$ cat config.mk
export PLATFORM = sky130hd
export DESIGN_NAME = integer_log_flat
export DESIGN_NICKNAME = d
export VERILOG_FILES = /design/src/rtl/integer_log_pkg.sv /design/src/rtl/integer_log_if.sv /design/src/rtl/integer_log_seg7_decoder.sv /design/src/rtl/integer_log.sv /design/src/flat_wrapper.sv
export SDC_FILE = /design/constraint.sdc
export NUM_CORES = 1
export LEC_CHECK = 0
export CAP_MARGIN = 0
export CORE_MARGIN = 2
export CORE_UTILIZATION = 40
export DETAILED_ROUTE_END_ITERATION = 10
export GPL_TIMING_DRIVEN = 1
export SLEW_MARGIN = 10
export SYNTH_ARGS = -nofsm -noshare
export SYNTH_HDL_FRONTEND = slang
export SYNTH_HIERARCHICAL = 1
export SYNTH_SLANG_ARGS = --single-unit
$ cat constraint.sdc
create_clock -name i_clk -period 7.13 [get_ports i_clk]
set_input_delay 0.713 -clock i_clk [delete_from_list [all_inputs] [get_ports i_clk]]
set_output_delay 0.713 -clock i_clk [all_outputs]
set_load 0.05 [all_outputs]
$ cat src/rtl/integer_log_pkg.sv
// Shared types and constants for the integer logarithm block: state encoding,
// operand widths and active-low 7-segment patterns (gfedcba).
package integer_log_pkg;

    localparam int unsigned P_W   = 15;
    localparam int unsigned X_W   = 4;
    localparam int unsigned A_W   = 4;
    localparam int unsigned ACC_W = P_W + X_W;
    localparam int unsigned SEG_W = 7;

    typedef enum logic [1:0] {
        ST_IDLE   = 2'd0,
        ST_LOAD   = 2'd1,
        ST_CALC   = 2'd2,
        ST_FINISH = 2'd3
    } state_e;

    // Index 9 is the leftmost element of the concatenation
    localparam logic [9:0][SEG_W-1:0] SEG_DIGIT = {
        7'b0010000,  // 9
        7'b0000000,  // 8
        7'b1111000,  // 7
        7'b0000010,  // 6
        7'b0010010,  // 5
        7'b0011001,  // 4
        7'b0110000,  // 3
        7'b0100100,  // 2
        7'b1111001,  // 1
        7'b1000000   // 0
    };

    localparam logic [SEG_W-1:0] SEG_DASH = 7'b0111111;

endpackage

$ cat src/rtl/integer_log_if.sv
// Key/switch inputs and result/display outputs of the integer logarithm block.
interface integer_log_if;
    import integer_log_pkg::*;

    logic             i_load;
    logic             i_start;
    logic [P_W-1:0]   i_P;
    logic [X_W-1:0]   i_X;
    logic             o_done;
    logic [A_W-1:0]   o_A;
    logic             o_exact;
    logic             o_err;
    logic [SEG_W-1:0] seg_i_X_ten;
    logic [SEG_W-1:0] seg_i_X_unit;
    logic [SEG_W-1:0] seg_o_A_ten;
    logic [SEG_W-1:0] seg_o_A_unit;

    modport master (
        output i_load, i_start, i_P, i_X,
        input  o_done, o_A, o_exact, o_err,
        input  seg_i_X_ten, seg_i_X_unit, seg_o_A_ten, seg_o_A_unit
    );

    modport slave (
        input  i_load, i_start, i_P, i_X,
        output o_done, o_A, o_exact, o_err,
        output seg_i_X_ten, seg_i_X_unit, seg_o_A_ten, seg_o_A_unit
    );

endinterface

$ cat src/rtl/integer_log_seg7_decoder.sv
// Decimal digit to active-low 7-segment pattern; out-of-range digits show "0".
module seg7_decoder
    import integer_log_pkg::*;
(
    input  logic [3:0]       digit_i,
    output logic [SEG_W-1:0] seg_o
);

    always_comb begin
        seg_o = SEG_DIGIT[0];
        if (digit_i < 4'd10) begin
            seg_o = SEG_DIGIT[digit_i];
        end
    end

endmodule

$ cat src/rtl/integer_log.sv
// Smallest A with X^A >= P by repeated multiply-and-compare, one step per clock,
// with decimal 7-segment readout of the latched base and the result.
module integer_log
    import integer_log_pkg::*;
(
    input  logic         i_clk,
    input  logic         i_rst_n,
    integer_log_if.slave bus
);

    state_e           state_q;
    logic [P_W-1:0]   reg_p_q;
    logic [X_W-1:0]   reg_x_q;
    logic [ACC_W-1:0] acc_q;
    logic [A_W-1:0]   cnt_q;
    logic             done_q;
    logic [A_W-1:0]   a_q;
    logic             exact_q;
    logic             err_q;

    logic             op_err_c;
    logic [ACC_W-1:0] p_ext_c;

    assign p_ext_c  = ACC_W'(reg_p_q);
    // Zero operands and base 1 with P != 1 never reach P
    assign op_err_c = (reg_p_q == '0) || (reg_x_q == '0) ||
                      ((reg_x_q == X_W'(1)) && (reg_p_q != P_W'(1)));

    always_ff @(posedge i_clk or negedge i_rst_n) begin
        if (!i_rst_n) begin
            state_q <= ST_IDLE;
            reg_p_q <= '0;
            reg_x_q <= '0;
            acc_q   <= ACC_W'(1);
            cnt_q   <= '0;
            done_q  <= 1'b0;
            a_q     <= '0;
            exact_q <= 1'b0;
            err_q   <= 1'b0;
        end else begin
            case (state_q)
                ST_IDLE: begin
                    acc_q  <= ACC_W'(1);
                    cnt_q  <= '0;
                    done_q <= 1'b0;
                    if (!bus.i_load) begin
                        reg_p_q <= bus.i_P;
                        reg_x_q <= bus.i_X;
                        state_q <= ST_LOAD;
                    end
                end
                ST_LOAD: begin
                    if (!bus.i_start) begin
                        state_q <= ST_CALC;
                    end
                end
                ST_CALC: begin
                    if (op_err_c) begin
                        err_q   <= 1'b1;
                        a_q     <= '0;
                        exact_q <= 1'b0;
                        done_q  <= 1'b1;
                        state_q <= ST_FINISH;
                    end else if (acc_q >= p_ext_c) begin
                        a_q     <= cnt_q;
                        exact_q <= (acc_q == p_ext_c);
                        err_q   <= 1'b0;
                        done_q  <= 1'b1;
                        state_q <= ST_FINISH;
                    end else begin
                        // acc < 2^P_W here, so the product fits ACC_W bits
                        acc_q <= ACC_W'(acc_q * ACC_W'(reg_x_q));
                        cnt_q <= cnt_q + A_W'(1);
                    end
                end
                ST_FINISH: begin
                    if (!bus.i_load) begin
                        done_q  <= 1'b0;
                        state_q <= ST_IDLE;
                    end
                end
                default: state_q <= ST_IDLE;
            endcase
        end
    end

    assign bus.o_done  = done_q;
    assign bus.o_A     = a_q;
    assign bus.o_exact = exact_q;
    assign bus.o_err   = err_q;

    logic [3:0]       x_ten_c, x_unit_c, a_ten_c, a_unit_c;
    logic [SEG_W-1:0] a_ten_seg_c, a_unit_seg_c;

    assign x_ten_c  = 4'(reg_x_q / X_W'(10));
    assign x_unit_c = 4'(reg_x_q % X_W'(10));
    assign a_ten_c  = 4'(a_q / A_W'(10));
    assign a_unit_c = 4'(a_q % A_W'(10));

    seg7_decoder u_seg_x_ten  (.digit_i(x_ten_c),  .seg_o(bus.seg_i_X_ten));
    seg7_decoder u_seg_x_unit (.digit_i(x_unit_c), .seg_o(bus.seg_i_X_unit));
    seg7_decoder u_seg_a_ten  (.digit_i(a_ten_c),  .seg_o(a_ten_seg_c));
    seg7_decoder u_seg_a_unit (.digit_i(a_unit_c), .seg_o(a_unit_seg_c));

    assign bus.seg_o_A_ten  = err_q ? SEG_DASH : a_ten_seg_c;
    assign bus.seg_o_A_unit = err_q ? SEG_DASH : a_unit_seg_c;

endmodule
$ cat src/flat_wrapper.sv
// flat-port wrapper written by rule: the top's interface ports become plain ports
module integer_log_flat import integer_log_pkg::*;
  (i_clk, i_rst_n, bus_i_load, bus_i_start, bus_i_P, bus_i_X, bus_o_done, bus_o_A, bus_o_exact, bus_o_err, bus_seg_i_X_ten, bus_seg_i_X_unit, bus_seg_o_A_ten, bus_seg_o_A_unit);
  integer_log_if bus_i ();
  input  logic i_clk;
  input  logic i_rst_n;
  input wire logic [$bits(bus_i.i_load)-1:0] bus_i_load;
  input wire logic [$bits(bus_i.i_start)-1:0] bus_i_start;
  input wire logic [$bits(bus_i.i_P)-1:0] bus_i_P;
  input wire logic [$bits(bus_i.i_X)-1:0] bus_i_X;
  output wire logic [$bits(bus_i.o_done)-1:0] bus_o_done;
  output wire logic [$bits(bus_i.o_A)-1:0] bus_o_A;
  output wire logic [$bits(bus_i.o_exact)-1:0] bus_o_exact;
  output wire logic [$bits(bus_i.o_err)-1:0] bus_o_err;
  output wire logic [$bits(bus_i.seg_i_X_ten)-1:0] bus_seg_i_X_ten;
  output wire logic [$bits(bus_i.seg_i_X_unit)-1:0] bus_seg_i_X_unit;
  output wire logic [$bits(bus_i.seg_o_A_ten)-1:0] bus_seg_o_A_ten;
  output wire logic [$bits(bus_i.seg_o_A_unit)-1:0] bus_seg_o_A_unit;
  assign bus_i.i_load = bus_i_load;
  assign bus_i.i_start = bus_i_start;
  assign bus_i.i_P = bus_i_P;
  assign bus_i.i_X = bus_i_X;
  assign bus_o_done = bus_i.o_done;
  assign bus_o_A = bus_i.o_A;
  assign bus_o_exact = bus_i.o_exact;
  assign bus_o_err = bus_i.o_err;
  assign bus_seg_i_X_ten = bus_i.seg_i_X_ten;
  assign bus_seg_i_X_unit = bus_i.seg_i_X_unit;
  assign bus_seg_o_A_ten = bus_i.seg_o_A_ten;
  assign bus_seg_o_A_unit = bus_i.seg_o_A_unit;
  integer_log u_core (.i_clk(i_clk), .i_rst_n(i_rst_n), .bus(bus_i));
endmodule
==> impl_metrics.ini <==
; generated from flow reports
[run_status]
outcome = finished, final reports clean

[timing]
hold_slack_ps = 482
worst_slew_pin_slew_ps = 885
post-route-period-util_pct = 61.9
finalWorstPathRequiredPeriod_ps = 4420
relSlewSlack_pct = 40.8
fin_worst_skew_ps = 11.8
rsz0062_at_grt = false

[layout]
fin_cells = 889
num-multi-input-gates = 502
clock_buffers = 7
num-nonclk-buffers = 58
diodes = 0
largest_reg_flops = 19
fill_cells = 1279
seqCellArea_sq_mm = 0.00128
area_growth_syn_to_layout_pct = 16.6
top_regs = u_core/acc_q (19), u_core/reg_p_q (15)
final_area_sq_mm = 0.00640
comb_area_sq_mm = 0.00383
final_cell_mix = 94 x inv_1, 66 x nand2_1, 62 x ha_1

[yosys]
syn_area_per_cell_sq_um = 8.52
postSynthSeqShare_pct = 23.3
ys_cells = 644
edf_count = 0
synth-main-ff-cell = dfrtp_1
netlist_area_sq_mm = 0.00549
syn-instance-count = 644
synth-seq-cells = 51
synth_warnings = 6
yosys-top-cells-count = 94 x inv_1, 66 x nand2_1, 62 x ha_1, 50 x dfrtp_1, 44 x and2_1

[floorplanning]
tapCellCount = 176
die-area_sq_mm = 0.0147
die_x_um = 121
rows = 42
coreArea_sq_mm = 0.0133
initCoreUtil_pct = 41.3

[setup_path]
reg2reg_depth = 12
critPathLaunchType = flop
worstPathArrival_ps = 4610
critical_path_class = reg -> reg

[run]
maxCapViolCount = 0

[clock_network]
h-tree-depth = 2
cts_tree = built
clkTransAtPathRegs_ps = 70
postCtsHoldBufs = 0
cts-root-buf = clkbuf_16
ctsResizeCount = 0

[power_and_ir_drop]
p_int_w = 0.00129
pwr-share-seq_pct = 20.9
p_comb_share_pct = 69.8
p_per_area_mw_per_mm2 = 439
sw_frac_of_total_pct = 54.1
p_total_w = 0.00281
ir_drop_uv = 155

[place]
pre_cts_slack_ps = 2740
post_dp_cell_area_sq_mm = 0.00625
dp_cells = 881
numPortBuffers = 54

[grt]
use_met1_pct = 26.0
grt_pass1_wl_um = 22600
grt_max_degree = 52
grt_overflow = 0
gr-usage-met2_pct = 33.0
gr-usage-all-layers_pct = 19.3

[routing]
drt-total-wl_um = 13100
drt_iter0_markers = 196
via_per_inst = 5.02
drcViolationCount = 0

[min_path]
min_path_cells = 1
min_path_type = reg -> reg
==> logic make-up (layout without fill, tap and decap cells) <==
| logic type | after synthesis | in the layout | synth area share (%) |
|---|---|---|---|
| multiplexers | 7 | 7 | 1.41 |
| adder cells (fa/ha/maj) | 93 | 93 | 25.5 |
| flip-flops | 51 | 51 | 23.3 |
| AND/OR/NAND/NOR | 224 | 224 | 22.1 |
| buffers and inverters | 116 | 160 | 8.64 |
| XOR/XNOR | 23 | 23 | 3.67 |
| other | 1 | 26 | 0.0683 |
| AND-OR/OR-AND | 129 | 129 | 15.4 |
==> power by group through the flow <==
stage	Combinational [W]	Clock [W]	Sequential [W]
2_1_floorplan	0.00148	0	0.000532
3_3_place_gp	0.00191	0	0.000587
3_5_place_dp	0.00196	0	0.000590
4_1_cts	0.00197	0.000267	0.000586
5_1_grt	0.00217	0.000278	0.000611
6_report	0.00196	0.000260	0.000588
==> layer usage <==
layer  part of all wire, %  up-vias
met2                    48       80
met4                   1.4        0
met3                   3.4       14
li1                      -     2231
met5                     0        -
met1                    47     2142
==> critical path: stages (launching register included) <==
cell	delay, ps
dfrtp_1	810
nand2_1	180
fa_1	580
inv_1	60
fa_1	500
ha_1	320
a211o_1	320
a2111oi_1	580
o22ai_1	250
o21ai_1	170
a21oi_1	80
a211o_1	280
a22o_1	170
==> final timing paths <==
path | from | end | slack (ps)
max reg2reg | u_core/reg_x_q[3] | u_core/acc_q[15] | 2710
max in group asynchronous | i_rst_n | u_core/reg_p_q[7] | 6110
min in group asynchronous | i_rst_n | u_core/bus.o_A[2] | 540
min reg2reg | u_core/bus.o_exact | u_core/bus.o_exact | 480
max | u_core/reg_x_q[3] | u_core/acc_q[15] | 2710
min | u_core/bus.o_exact | u_core/bus.o_exact | 480
==> images/met1.png <==
Cells faint in the background.
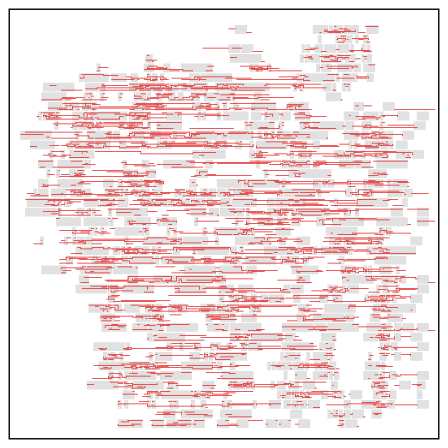
share of all routed wire: 47%
longest straight run: 23.9 um
main direction: horizontal
nets with wire on the layer: 749

==> images/met2.png <==
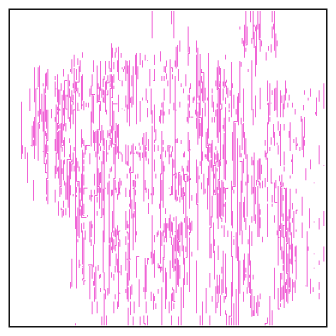
longest straight run: 52.9 um
main direction: vertical
share of all routed wire: 48%
nets with wire on the layer: 679

==> images/met3.png <==
Cells faint in the background.
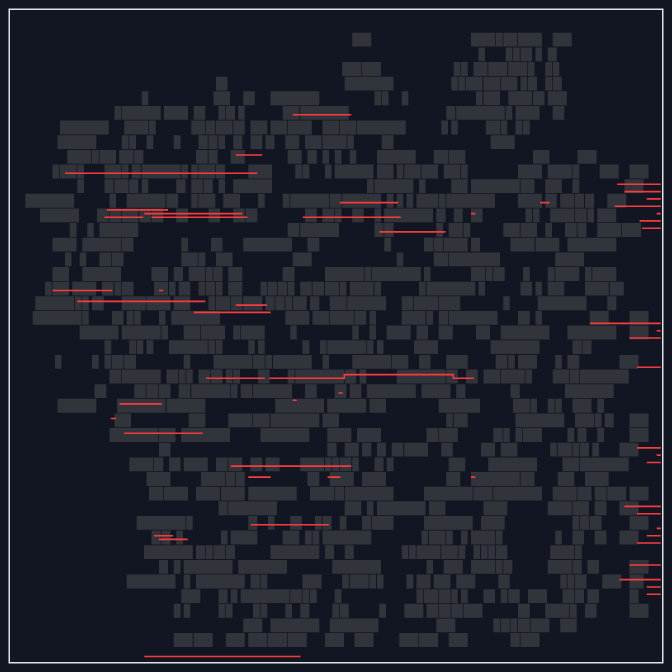
wire length on this layer: 449 um
nets with wire on the layer: 43
longest straight run: 35.4 um

==> images/met4.png <==
Scale bar: 20 um. Cells faint in the background.
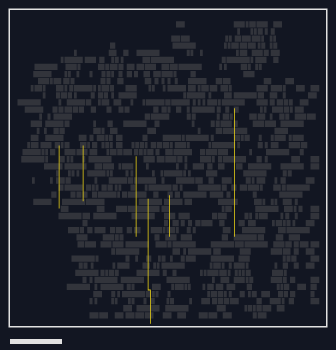
share of all routed wire: 1.4%
main direction: vertical
nets with wire on the layer: 5
wire length on this layer: 189 um

Power is estimated from default activity; no workload was simulated.
